### src/rtl/databus_arbiter_pkg.sv
// ============================================================================
// Module   : databus_pkg
// Brief    : Shared defaults, arbitration modes and bus state encoding.
// Revision : 1.0
// ============================================================================
`default_nettype none

package databus_pkg;

  localparam int DEF_DATA_W  = 4;
  localparam int DEF_NUM_SRC = 4;
  localparam int DEF_CNT_W   = 8;

  localparam int ARB_FIXED = 0;
  localparam int ARB_RR    = 1;

  typedef enum logic [0:0] {
    ST_EMPTY = 1'b0,
    ST_FULL  = 1'b1
  } bus_state_t;

endpackage : databus_pkg

`default_nettype wire

### src/rtl/databus_arbiter_rr_arbiter.sv
// ============================================================================
// Module   : rr_arbiter
// Brief    : Combinational round-robin / fixed-priority request arbiter.
// Revision : 1.0
// ============================================================================
`default_nettype none

module rr_arbiter
  import databus_pkg::*;
#(
  parameter int NUM_SRC = DEF_NUM_SRC,
  parameter int RR_MODE = ARB_RR,
  parameter int SEL_W   = $clog2(NUM_SRC)
) (
  input  logic [NUM_SRC-1:0] req,
  input  logic [SEL_W-1:0]   pointer,
  input  logic               enable,
  output logic [NUM_SRC-1:0] grant,
  output logic [SEL_W-1:0]   index,
  output logic               any_grant
);

  int w_start;

  // Fixed priority is simply a search that always starts at index 0.
  assign w_start = (RR_MODE == ARB_RR) ? int'(pointer) : 0;

  always_comb begin
    int               j;
    logic [SEL_W-1:0] j_sel;
    grant     = '0;
    index     = '0;
    any_grant = 1'b0;
    j         = 0;
    j_sel     = '0;
    if (enable) begin
      for (int k = 0; k < NUM_SRC; k++) begin
        j = w_start + k;
        if (j >= NUM_SRC) j = j - NUM_SRC;
        j_sel = SEL_W'(j);
        if (!any_grant && req[j_sel]) begin
          grant[j_sel] = 1'b1;
          index        = j_sel;
          any_grant    = 1'b1;
        end
      end
    end
  end

endmodule : rr_arbiter

`default_nettype wire

### src/rtl/databus_arbiter.sv
// ============================================================================
// Module   : databus_arbiter
// Brief    : Arbitrates source words onto a registered valid/ready databus.
// Revision : 1.0
// ============================================================================
`default_nettype none

module databus_arbiter
  import databus_pkg::*;
#(
  parameter int DATA_W  = DEF_DATA_W,
  parameter int NUM_SRC = DEF_NUM_SRC,
  parameter int SEL_W   = $clog2(NUM_SRC),
  parameter int RR_MODE = ARB_RR,
  parameter int CNT_W   = DEF_CNT_W
) (
  input  logic                      clk,
  input  logic                      rst,
  input  logic [NUM_SRC-1:0]        src_req,
  input  logic [NUM_SRC*DATA_W-1:0] src_data,
  output logic [NUM_SRC-1:0]        src_grant,
  output logic                      bus_valid,
  input  logic                      bus_ready,
  output logic [DATA_W-1:0]         databus,
  output logic [SEL_W-1:0]          bus_src,
  output logic [CNT_W-1:0]          xfer_count
);

  bus_state_t          r_state, w_state_nxt;
  logic [DATA_W-1:0]   r_data,  w_data_nxt;
  logic [SEL_W-1:0]    r_src,   w_src_nxt;
  logic [SEL_W-1:0]    r_ptr,   w_ptr_nxt;
  logic [CNT_W-1:0]    r_count, w_count_nxt;

  logic                w_load_en;
  logic                w_arb_en;
  logic                w_any;
  logic [SEL_W-1:0]    w_idx;
  logic [DATA_W-1:0]   w_words [NUM_SRC];

  for (genvar gi = 0; gi < NUM_SRC; gi++) begin : g_unpack
    assign w_words[gi] = src_data[gi*DATA_W +: DATA_W];
  end

  assign w_load_en = (r_state == ST_EMPTY) || bus_ready;
  // Grants are suppressed during reset so no source believes it was served.
  assign w_arb_en  = w_load_en && !rst;

  rr_arbiter #(
    .NUM_SRC (NUM_SRC),
    .RR_MODE (RR_MODE),
    .SEL_W   (SEL_W)
  ) u_arb (
    .req       (src_req),
    .pointer   (r_ptr),
    .enable    (w_arb_en),
    .grant     (src_grant),
    .index     (w_idx),
    .any_grant (w_any)
  );

  always_comb begin
    w_state_nxt = r_state;
    w_data_nxt  = r_data;
    w_src_nxt   = r_src;
    w_ptr_nxt   = r_ptr;
    w_count_nxt = r_count;
    if ((r_state == ST_FULL) && bus_ready) w_count_nxt = r_count + CNT_W'(1);
    if (w_load_en) begin
      if (w_any) begin
        w_state_nxt = ST_FULL;
        w_data_nxt  = w_words[w_idx];
        w_src_nxt   = w_idx;
        if (RR_MODE == ARB_RR)
          w_ptr_nxt = (w_idx == SEL_W'(NUM_SRC-1)) ? '0 : w_idx + SEL_W'(1);
      end else begin
        w_state_nxt = ST_EMPTY;
      end
    end
  end

  always_ff @(posedge clk or posedge rst) begin
    if (rst) begin
      r_state <= ST_EMPTY;
      r_data  <= '0;
      r_src   <= '0;
      r_ptr   <= '0;
      r_count <= '0;
    end else begin
      r_state <= w_state_nxt;
      r_data  <= w_data_nxt;
      r_src   <= w_src_nxt;
      r_ptr   <= w_ptr_nxt;
      r_count <= w_count_nxt;
    end
  end

  assign bus_valid  = (r_state == ST_FULL);
  assign databus    = r_data;
  assign bus_src    = r_src;
  assign xfer_count = r_count;

endmodule : databus_arbiter

`default_nettype wire

### config.mk
export PLATFORM = sky130hd
export DESIGN_NAME = databus_arbiter
export DESIGN_NICKNAME = d
export VERILOG_FILES = /design/src/rtl/databus_arbiter_pkg.sv /design/src/rtl/databus_arbiter_rr_arbiter.sv /design/src/rtl/databus_arbiter.sv
export SDC_FILE = /design/constraint.sdc
export NUM_CORES = 1
export LEC_CHECK = 0
export CELL_PAD_IN_SITES_DETAIL_PLACEMENT = 1
export CELL_PAD_IN_SITES_GLOBAL_PLACEMENT = 1
export CORE_MARGIN = 5
export CORE_UTILIZATION = 38
export CTS_CLUSTER_SIZE = 8
export DETAILED_ROUTE_END_ITERATION = 6
export GPL_ROUTABILITY_DRIVEN = 0
export GPL_TIMING_DRIVEN = 0
export PLACE_DENSITY = 0.95
export SLEW_MARGIN = 20
export SYNTH_ARGS = -nofsm -noshare
export SYNTH_HDL_FRONTEND = slang
export SYNTH_SLANG_ARGS = --single-unit
### constraint.sdc
create_clock -name clk -period 4.1 [get_ports clk]
set_input_delay 0.41 -clock clk [delete_from_list [all_inputs] [get_ports clk]]
set_output_delay 0.41 -clock clk [all_outputs]
set_load 0.01 [all_outputs]
==> results.json <==
{
  "cp_data_arrival_time_ns": 3.28,
  "rows": 22,
  "grt_remaining_overflow": 0,
  "cts_htree_levels": 1,
  "synthCells": 151,
  "setup-tns-final_ns": 0,
  "cts_tree": "yes",
  "synth-main-ff-cell": "dfrtp_1",
  "clk-insertion-delay-late_ns": 0.25,
  "die_height_um": 70.8,
  "combGateArea_um2": 901,
  "dp_hpwl_mm": 3.09,
  "ys_warn_count": 0,
  "worst_slew_pin_slew_ns": 0.698,
  "grt_use_total_pct": 16.1,
  "ios": 42,
  "powerDensity_nw_per_um2": 654,
  "worst_path_largest_cell_delay_ns": 0.59,
  "antenna_left": 0,
  "core_area_um2": 3630,
  "timing.fmax_mhz": 271,
  "max_cap_violations": 0,
  "critical_path_required_ns": 3.69,
  "top_cells_by_area": "dfrtp_1, mux2i_1, ha_1",
  "synth_cell_types": 40,
  "dieWidth_um": 70.8,
  "n_antenna_cell": 0,
  "port_buffers": 40,
  "initial_utilization_pct": 38.7,
  "netlist_area_um2": 1410,
  "finalPower_w": 0.00125,
  "synthArstFlopShare_pct": 100,
  "dr.pass1.iters": 4,
  "drive_gt1_share_pct": 12.8,
  "synthToLayoutAreaGrowth_pct": 35.9,
  "post_cts_buffers": 0,
  "grt_setup_unrepaired": "false",
  "path_max_fanout": 10,
  "worst_slack_ns": 0.408,
  "end_kind": "output port",
  "postSynthSeqShare_pct": 30.2,
  "ys_chip_area_um2": 1410,
  "warnings": 32,
  "cts_sinks": 17,
  "max_slew_margin_pct": 53.4,
  "start_kind": "flop",
  "grt_pass1_wl_mm": 6.53,
  "slew_violations": 0,
  "numCtsBuffers": 3,
  "vdd_drop_max_mv": 0.325,
  "fill_cells": 446,
  "power.leakage_nw": 0.836,
  "antenna_found_initial": 0,
  "common_cells": "nand2_1, dfrtp_1, mux2i_1",
  "nNetsFinal": 227,
  "clockRootBuffer": "clkbuf_8",
  "synth_top_cell_by_area": "dfrtp_1",
  "viasPerCell": 5.29,
  "worstSetupPathType": "flop to output port",
  "drc_errors": 0,
  "critical_path.slowest_cell": "mux4_2",
  "enable_flop_cells": 0,
  "clock_path_buffers": 2,
  "clk_pin_slew_ns": 0.06,
  "top_area_share_pct": 30.2,
  "cts_resized": 0,
  "ys_cells": 151,
  "hold_buffers": 0,
  "hold_viol": 0,
  "status": "completed",
  "skew_ns": 0.000990,
  "path_cells": "buf_2 -> inv_1 -> ha_1 -> mux4_2 -> a21oi_2 -> a22o_1 -> mux2i_1 -> a21oi_1 -> clkdlybuf4s50_1",
  "yosys.cell_count.top_type": "nand2_1",
  "grt_pass1_vias": 1373,
  "ys_ff": 17,
  "finalCritPeriodShare_pct": 90.0,
  "postSynthAreaPerCell_um2": 9.31,
  "hold_path.class": "flop to flop",
  "finalSetupViolCount": 0,
  "post-place-ws_ns": 0.658,
  "final-seq-area_um2": 425,
  "grt_max_degree": 19,
  "chip_area_um2": 5020,
  "min_period_ns": 3.69,
  "drt_iter0_markers": 42,
  "synth_nets": 182
}
## power breakdown
part	internal [W]	switching, W
combinational	0.000419	0.000402
sequential	0.000235	0.0000690
clock	0.0000690	0.0000564
## worst paths after layout
kind,from,to,slack [ns],depth (start not counted)
setup / recovery,r_ptr[1]$_DFFE_PP0P_,src_grant[3],0.41,9
hold / removal,xfer_count[7]$_DFFE_PP0P_,xfer_count[7]$_DFFE_PP0P_,0.47,1
setup reg to reg,r_ptr[1]$_DFFE_PP0P_,databus[0]$_DFFE_PP0P_,1.46,9
hold reg to reg,xfer_count[7]$_DFFE_PP0P_,xfer_count[7]$_DFFE_PP0P_,0.47,1
max in group asynchronous,rst,databus[1]$_DFFE_PP0P_,3.09,2
min in group asynchronous,rst,xfer_count[7]$_DFFE_PP0P_,0.57,2
## sequential cells by signal, indices dropped and copies added (netlist names)
name,flops
databus,4
bus_valid,1
xfer_count,8
r_ptr,2
bus_src,2
## layout by cell type (no fill, tap or decap), types with 2 or more instances in the layout
master and instances:
clkdlybuf4s50_1 40, nand2_1 18, dfrtp_1 17, mux2i_1 16
nor2_1 9, a21oi_1 9, ha_1 8, nand3_1 7
inv_1 6, xnor2_1 5, buf_2 4, o21ai_0 4
o221ai_1 4, a22o_1 4, a31oi_1 3, xor2_1 3
a21oi_2 3, clkbuf_8 3, nand2b_1 2, or2_2 2
buf_6 2, nor4_1 2, o22ai_1 2, or3_1 2
mux2_2 2
## final cells by class
class | instances | area share, %
Timing Repair Buffer | 40 | 20.9
Tap cell | 48 | 3.14
Clock buffer | 4 | 2.36
Sequential cell | 17 | 22.3
Buffer | 8 | 3.01
Multi-Input combinational cell | 120 | 47.1
Inverter | 6 | 1.18
## per-layer routing
metal  global-route usage (%)  wire, µm  up-vias
met5                        0         0        -
met4                     5.01        44        0
met3                     3.69       209        4
met2                     28.6      1960       36
met1                     19.2      1670      609
li1                         -         -      637
## worst max-delay path, delay by kind of cell, from the launching register on
kind                     cells  cell delay [ns]
AND-OR/OR-AND                3             0.54
adder cells (fa/ha/maj)      1             0.37
buffers and inverters        3             0.99
flip-flops                   1             0.48
multiplexers                 2             0.66
## through the flow
step	hold slack [ns]	instances	util, %	cell area (µm²)
after detailed placement	0.471	239	51.4	1870
after global routing	0.510	243	52.6	1910
after global placement	0.462	239	51.4	1870
after CTS	0.480	243	52.6	1910
after floorplan	0.344	151	-	1410
final	0.473	243	52.6	1910
## logic make-up (layout without fill, tap and decap cells)
kind of cell / count (synthesis) / count (layout) / synth area share [%]
AND-OR/OR-AND: 37 / 37 / 20.5
XOR/XNOR: 8 / 8 / 4.98
flip-flops: 17 / 17 / 30.2
buffers and inverters: 14 / 58 / 5.69
AND/OR/NAND/NOR: 47 / 47 / 15.8
multiplexers: 20 / 20 / 15.7
adder cells (fa/ha/maj): 8 / 8 / 7.12
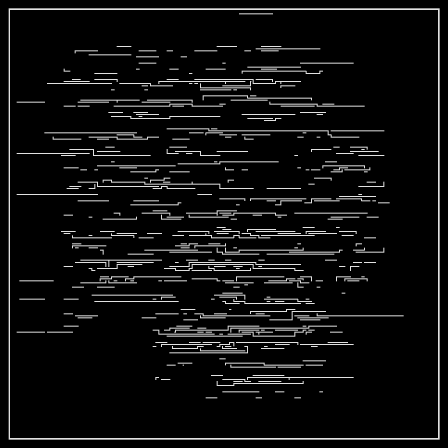
*M1 wires*
main direction	horizontal
nets with wire on the layer	194
wire length on this layer	1670 µm
longest straight run	19.8 µm
share of all routed wire	43%
via count: 1286
WL final: 3.89 mm
met1 Track Usage GR: 19.2%

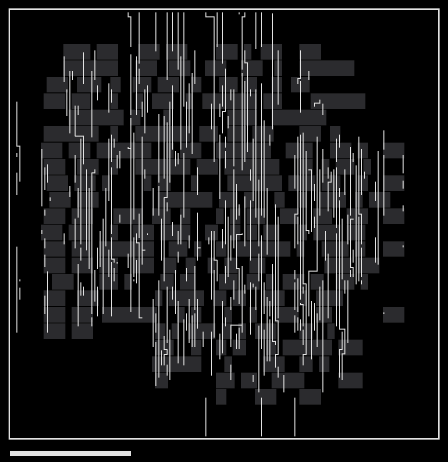
*M2 wires*
Scale bar: 20 µm. Cells faint in the background.
longest straight run	32.0 µm
wire length on this layer	1960 µm
share of all routed wire	50%
nets with wire on the layer	200
main direction	vertical
GR Util met2: 28.6%

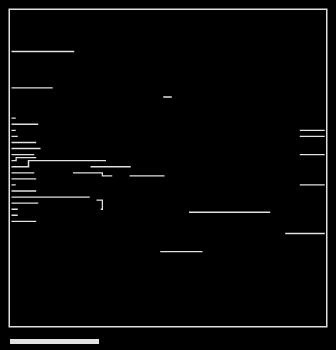
*Signal wires on met3*
Scale bar: 20 µm.
longest straight run	17.9 µm
main direction	horizontal
GR Layer Usage met3: 3.69%

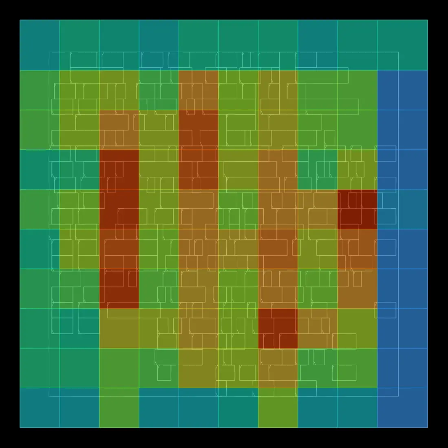
*Congestion heat map*
Most Used Layer, Global Route: met2
final core utilization: 52.6%
DR WL/cell: 16.0 µm

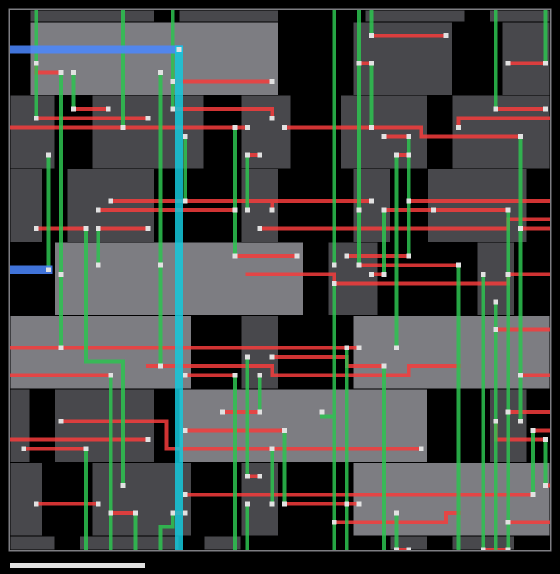
*Layout detail*
Scale bar: 5 µm. Region (8, 43) to (28, 63) µm. Cells in gray, sequential cells in the stronger gray; small squares are vias.
color	layer
green	metal 2
red	metal 1
cyan	metal 4
blue	metal 3
sequential cells in the window	6
netlist names of flops here include	xfer_count (3)
most frequent	dfrtp_1 (6), nand2_1 (5), clkdlybuf4s50_1 (4)
cells with their middle in the window	22

Power figures rest on the tool's default switching activity, not on a simulated workload.
